--- src/rtl/share_enc_pkg.sv ---
// Shared constants and types for the 2-share masking front-end.
package share_enc_pkg;

    localparam int unsigned LFSR_W = 32;

    // Feedback taps {31, 21, 1, 0}
    localparam int unsigned TAP_3 = 31;
    localparam int unsigned TAP_2 = 21;
    localparam int unsigned TAP_1 = 1;
    localparam int unsigned TAP_0 = 0;

    localparam logic [LFSR_W-1:0] DEFAULT_SEED = 32'hACE1_2024;

    typedef enum logic {
        WARM = 1'b0,
        RUN  = 1'b1
    } enc_state_e;

    function automatic logic lfsr_fb(input logic [LFSR_W-1:0] s);
        return s[TAP_3] ^ s[TAP_2] ^ s[TAP_1] ^ s[TAP_0];
    endfunction

endpackage

--- src/rtl/lfsr_leap.sv ---
// Leap-ahead Fibonacci LFSR: performs R single steps combinationally and
// returns the per-step feedback bits together with the advanced state.
module lfsr_leap
    import share_enc_pkg::*;
#(
    parameter int unsigned R = 12
) (
    input  logic [LFSR_W-1:0] s,
    output logic [LFSR_W-1:0] s_next,
    output logic [R-1:0]      r
);

    logic [LFSR_W-1:0] walk;
    logic              fb;

    always_comb begin
        walk = s;
        fb   = 1'b0;
        r    = '0;
        for (int k = 0; k < R; k++) begin
            fb   = lfsr_fb(walk);
            r[k] = fb;
            walk = {walk[LFSR_W-2:0], fb};
        end
        s_next = walk;
    end

endmodule

--- src/rtl/share_encoder.sv ---
// Splits plaintext operand pairs into Boolean shares plus carry-refresh randomness.
// Optional runtime reseed port is enabled by defining SHARE_ENC_RESEED_EN.
module share_encoder
    import share_enc_pkg::*;
#(
    parameter int unsigned WIDTH  = 4,
    parameter int unsigned WARMUP = 16
) (
    input  logic              clk,
    input  logic              rst_n,
    input  logic              in_valid,
    output logic              in_ready,
    input  logic [WIDTH-1:0]  a,
    input  logic [WIDTH-1:0]  b,
    output logic              out_valid,
    input  logic              out_ready,
    output logic [WIDTH-1:0]  a0,
    output logic [WIDTH-1:0]  a1,
    output logic [WIDTH-1:0]  b0,
    output logic [WIDTH-1:0]  b1,
    output logic [WIDTH-1:0]  rn
`ifdef SHARE_ENC_RESEED_EN
    ,
    input  logic              seed_valid,
    input  logic [LFSR_W-1:0] seed
`endif
);

    localparam int unsigned R     = 3 * WIDTH;
    localparam int unsigned CNT_W = (WARMUP > 1) ? $clog2(WARMUP) : 1;
    localparam logic [CNT_W-1:0] CNT_LAST = CNT_W'(WARMUP - 1);

    enc_state_e        state_q;
    logic [CNT_W-1:0]  cnt_q;
    logic [LFSR_W-1:0] s_q;
    logic [LFSR_W-1:0] s_next;
    logic [R-1:0]      r;
    logic              accept;
    logic              reseed;

    lfsr_leap #(
        .R (R)
    ) u_lfsr_leap (
        .s      (s_q),
        .s_next (s_next),
        .r      (r)
    );

`ifdef SHARE_ENC_RESEED_EN
    assign reseed = seed_valid;
`else
    assign reseed = 1'b0;
`endif

    // A reseed request blocks acceptance in the same cycle.
    always_comb begin
        in_ready = (state_q == RUN) && (!out_valid || out_ready) && !reseed;
    end

    assign accept = in_valid && in_ready;

    always_ff @(posedge clk or negedge rst_n) begin
        if (!rst_n) begin
            state_q   <= WARM;
            cnt_q     <= '0;
            s_q       <= DEFAULT_SEED;
            out_valid <= 1'b0;
            a0        <= '0;
            a1        <= '0;
            b0        <= '0;
            b1        <= '0;
            rn        <= '0;
        end else begin
            if (accept) begin
                out_valid <= 1'b1;
                a0        <= a ^ r[WIDTH-1:0];
                a1        <= r[WIDTH-1:0];
                b0        <= b ^ r[2*WIDTH-1:WIDTH];
                b1        <= r[2*WIDTH-1:WIDTH];
                rn        <= r[R-1:2*WIDTH];
            end else if (out_ready) begin
                out_valid <= 1'b0;
            end

`ifdef SHARE_ENC_RESEED_EN
            if (seed_valid) begin
                s_q     <= (seed == '0) ? DEFAULT_SEED : seed;
                state_q <= WARM;
                cnt_q   <= '0;
            end else
`endif
            begin
                // The LFSR moves only on warm-up cycles and accepted transfers.
                case (state_q)
                    WARM: begin
                        s_q <= s_next;
                        if (cnt_q == CNT_LAST) begin
                            state_q <= RUN;
                            cnt_q   <= '0;
                        end else begin
                            cnt_q <= cnt_q + 1'b1;
                        end
                    end
                    RUN: begin
                        if (accept) begin
                            s_q <= s_next;
                        end
                    end
                    default: begin
                        state_q <= WARM;
                        cnt_q   <= '0;
                    end
                endcase
            end
        end
    end

endmodule

--- config.mk ---
export PLATFORM = sky130hd
export DESIGN_NAME = share_encoder
export DESIGN_NICKNAME = d
export VERILOG_FILES = /design/src/rtl/share_enc_pkg.sv /design/src/rtl/lfsr_leap.sv /design/src/rtl/share_encoder.sv
export SDC_FILE = /design/constraint.sdc
export NUM_CORES = 1
export LEC_CHECK = 0
export ABC_CLOCK_PERIOD_IN_PS = 4000
export CAP_MARGIN = 20
export CORE_ASPECT_RATIO = 1.5
export CORE_UTILIZATION = 35
export CTS_BUF_LIST = sky130_fd_sc_hd__clkbuf_8
export DETAILED_ROUTE_END_ITERATION = 10
export PLACE_DENSITY = 0.55
export SETUP_SLACK_MARGIN = 0.4
export SYNTH_ARGS = -nofsm -noshare
export SYNTH_HDL_FRONTEND = slang
export SYNTH_SLANG_ARGS = --single-unit
--- constraint.sdc ---
create_clock -name clk -period 4 [get_ports clk]
set_input_delay 0.6 -clock clk [delete_from_list [all_inputs] [get_ports clk]]
set_output_delay 0.6 -clock clk [all_outputs]
set_load 0.1 [all_outputs]
==> job_summary.md, run 1 <==
### Yosys + OpenROAD results

| Metric | Value |
|---|---|
| Status | complete, no violations |
| Logic share of the area | 35.5% |
| CTS resizes | 0 |
| Yosys chip area | 2680 µm² |
| Clock-cell share of area | 5.27% |
| Max reg flops | 32 |
| DIE AREA | 8010 µm² |
| Critical Path Max Stage Delay | 1.14 ns |
| DR pass1 iterations | 6 |
| Largest net degree at the start of global routing | 35 |
| Largest class | registers |
| Registers | 58 |
| Pre-Place Util | 36.6% |
| PortBufs | 33 |
| Placed cells | approximately 380 |
| Die Wd | between 70 and 80 µm |
| M1 GR Usage | 17.8% |
| Number of signal-net inverters in the final layout | 0 |
| Vias in the first global route | between 1500 and 2000 |
| Count of tool warnings | 26 |
| Unique cell types | 20 |
| Total clock sinks | 58 |
| Worst-path clk slew | 0.06 ns |
| Total of max-cap violations | 0 |
| Crit path max-delay family | buffers and inverters |
| Syn Area/Cell | 10.7 µm² |
| Syn Std Cell Area | 2680 µm² |
| Antenna viol nets, final | 0 |
| Register share of the cell area | 44.4% |
| RSZ-0062 raised after global routing | no |
| Required time of the critical path | 3.40 ns |
| Top cells excl fill/tap | nand2_1, dfrtp_1, clkdlybuf4s50_1 |
| Kind of critical path | reg2out |
| Later-pin clock latency in the skew report | 0.33 ns |
| Synth top area cells | dfrtp_1, nand2_1, dfstp_2 |
| Max Clock Skew | 0.00845 ns |
| Fill cell count | ~740 |
| Die Height | approximately 110 µm |
| Reg-to-reg slack, setup | 1.67 ns |
| Setup TNS Final | 0 ns |
| Number of cells on the critical path | 1 |
| Min Tclk post-route | roughly 2.4 ns |
| Rows | 38 |
| Worst hold-check path type | in2async |
| Cts bufs inserted | 9 |
| Met3 routed WL | ~180 µm |
==> run 1: stage by stage <==
step	setup WS, ns	utilization, %	cell area [µm²]	hold slack (ns)
after floorplan	1.27	-	2680	0.304
after global placement	1.38	42.4	3100	0.450
after detailed placement	1.37	42.4	3100	0.456
after CTS	1.55	44.7	3280	0.282
after global routing	1.52	45.1	3300	0.306
final	1.58	45.1	3300	0.264
==> run 1: synth_stat cells <==
cell type  number
and2_1          2
xor3_1          1
xnor3_2         2
xnor2_1        27
xor2_2          1
nand2_1        91
ha_1            1
dfstp_2        11
xnor2_4         1
o31ai_1         1
nor2_1          4
xnor3_1         4
mux2_2         10
nand2b_1        3
clkbuf_1       10
a31o_2          1
o21ai_0        18
dfrtp_1        47
a21oi_1         5
xor2_1         10
run_1/layer_met1.png
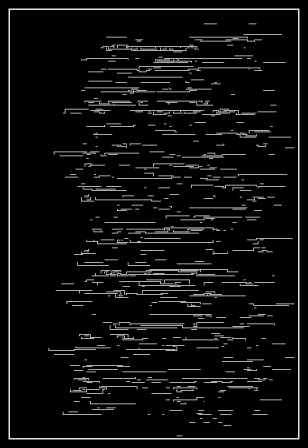
270 nets have wire on it. The layer holds 43% of the routed length. The longest straight run is 21.2 µm.

run_1/congestion.png
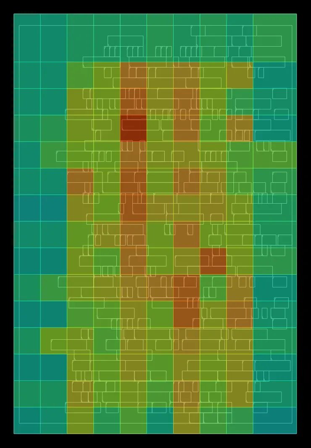
met2 Use GR: 24.5%
Tot GR Track Use: 14.9%
GRT Max-Usage Layer: met2
WL/cell: 12.6 µm

run_1/layer_met3.png
The bar under the picture is 20 µm long.
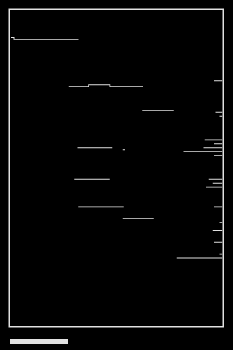
The layer holds 3.7% of the routed length. 20 nets have wire on it. The layer carries 184 µm of wire.

run_1/layer_met2.png
The bar under the picture is 20 µm long.
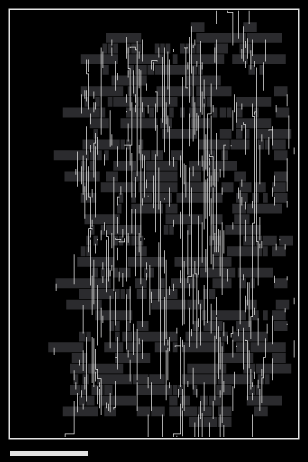

==> inputs of run 2 (changes only) <==
- ABC_CLOCK_PERIOD_IN_PS: 4000 -> 2500
- clock period: 4 -> 2.5 ns (I/O delays scaled with it)
run_2/layer_met2.png
The bar under the picture is 20 µm long.
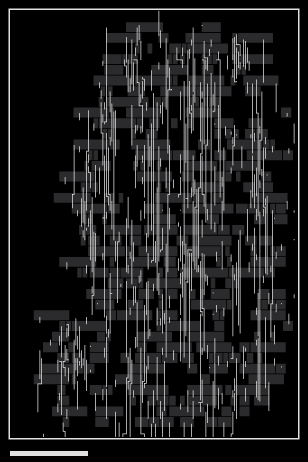
257 nets have wire on it. The wires run mostly vertical. The longest straight run is 48.3 µm.

==> run 2 against run 1 <==
Against the previous run:
- wire length grew 12%
- clock skew shrank 0.00059 ns
- critical path type is now reg2reg
- die area is the same
- critical endpoint is now s_q[1]
- via count grew 3.1%
==> job_summary.md, run 2 <==
### Yosys + OpenROAD results

| Metric | Value |
|---|---|
| Status | complete, no violations (unchanged) |
| Post-Place Cell Area | 3130 µm² (was 3100 µm²) |
| Required time of the critical path | 2.73 ns (was 3.40 ns) |
| Cts bufs inserted | 9 (unchanged) |
| Yosys chip area | 2680 µm² (unchanged) |
| Die Height | 109 µm (unchanged) |
| Syn Area/Cell | 10.7 µm² (unchanged) |
| Max reg flops | 32 (unchanged) |
| Commonest cells post-synth | nand2_1, dfrtp_1, xnor2_1 (unchanged) |
| Rows | 38 (unchanged) |
| Worst-path clk slew | 0.07 ns (was 0.06 ns) |
| Antenna viol nets, final | 0 (unchanged) |
| Pre-Place Util | 36.6% (unchanged) |
| Vias in the first global route | 1747 (was 1806) |
| Largest net degree at the start of global routing | 35 (unchanged) |
| Core Util, Final | 46.1% (was 45.1%) |
| Critical Path Max Stage Delay | 0.58 ns (was 1.14 ns) |
| Count of tool warnings | 26 (unchanged) |
| Most frequent cell after synthesis | nand2_1 (unchanged) |
| Placed cells | 380 (was 375) |
| Kind of critical path | reg2reg (was reg2out) |
| Top cells excl fill/tap | nand2_1, dfrtp_1, buf_4 (was nand2_1, dfrtp_1, clkdlybuf4s50_1) |
| Fill cell count | 724 (was 740) |
| Min Tclk post-route | between 2 and 2.5 ns |
| Final worst hold slack | 0.0534 ns (was 0.264 ns) |
| Max Clock Skew | 0.00786 ns (was 0.00845 ns) |
| Dominant Register Cell | dfrtp_1 (unchanged) |
| Later-pin clock latency in the skew report | 0.34 ns (was 0.33 ns) |
| Synth top area cells | dfrtp_1, nand2_1, dfstp_2 (unchanged) |
| Unique cell types | 20 (unchanged) |
| Finished Cell Area | 3380 µm² (was 3300 µm²) |
| CTS resizes | 1 (was 0) |
| DIE AREA | 8010 µm² (unchanged) |
| Post-synth EDFFs | 0 (unchanged) |
| Die Wd | 73.4 µm (unchanged) |
| WL/cell | 13.9 µm (was 12.6 µm) |
| RSZ-0062 raised after global routing | no (unchanged) |
| Crit path max-delay family | XOR/XNOR gates (was buffers and inverters) |
| DR pass1 iterations | 4 (was 6) |
run_2/layer_met3.png
The bar under the picture is 20 µm long.
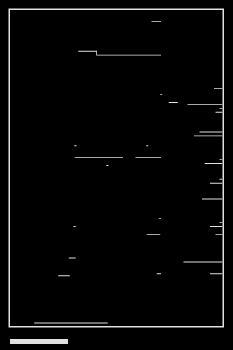
The wires run mostly horizontal. 21 nets have wire on it. The layer holds 3.1% of the routed length. The longest straight run is 25.1 µm. The layer carries 173 µm of wire.

## run 2: per-layer routing
layer | global-route usage [%] | vias up | routed length [µm]
met5 | 0 | - | 0
met4 | 11.4 | 0 | 210
met3 | 3.60 | 14 | 173
met2 | 26.7 | 35 | 2880
met1 | 17.9 | 857 | 2280
li1 | - | 883 | -
## run 2: layout make-up
cell class              instances  share of cell area, %
flip-flops and latches         58                   43.5
clock buffers                  12                   4.89
multi-input cells             182                   36.4
repair buffers                 43                   11.0
well taps                     100                   3.70
clock inverters                 4                  0.519
## run 2: cells by family (layout without fill, tap and decap cells)
logic type,Yosys count,in the layout,share of synthesized area [%]
flops,58,58,54.7
mux,10,10,4.21
buf+inv,10,59,1.40
simple gates,100,100,14.5
compound gates,25,25,4.91
fa+ha+maj,1,1,0.467
xor+xnor,46,46,19.8
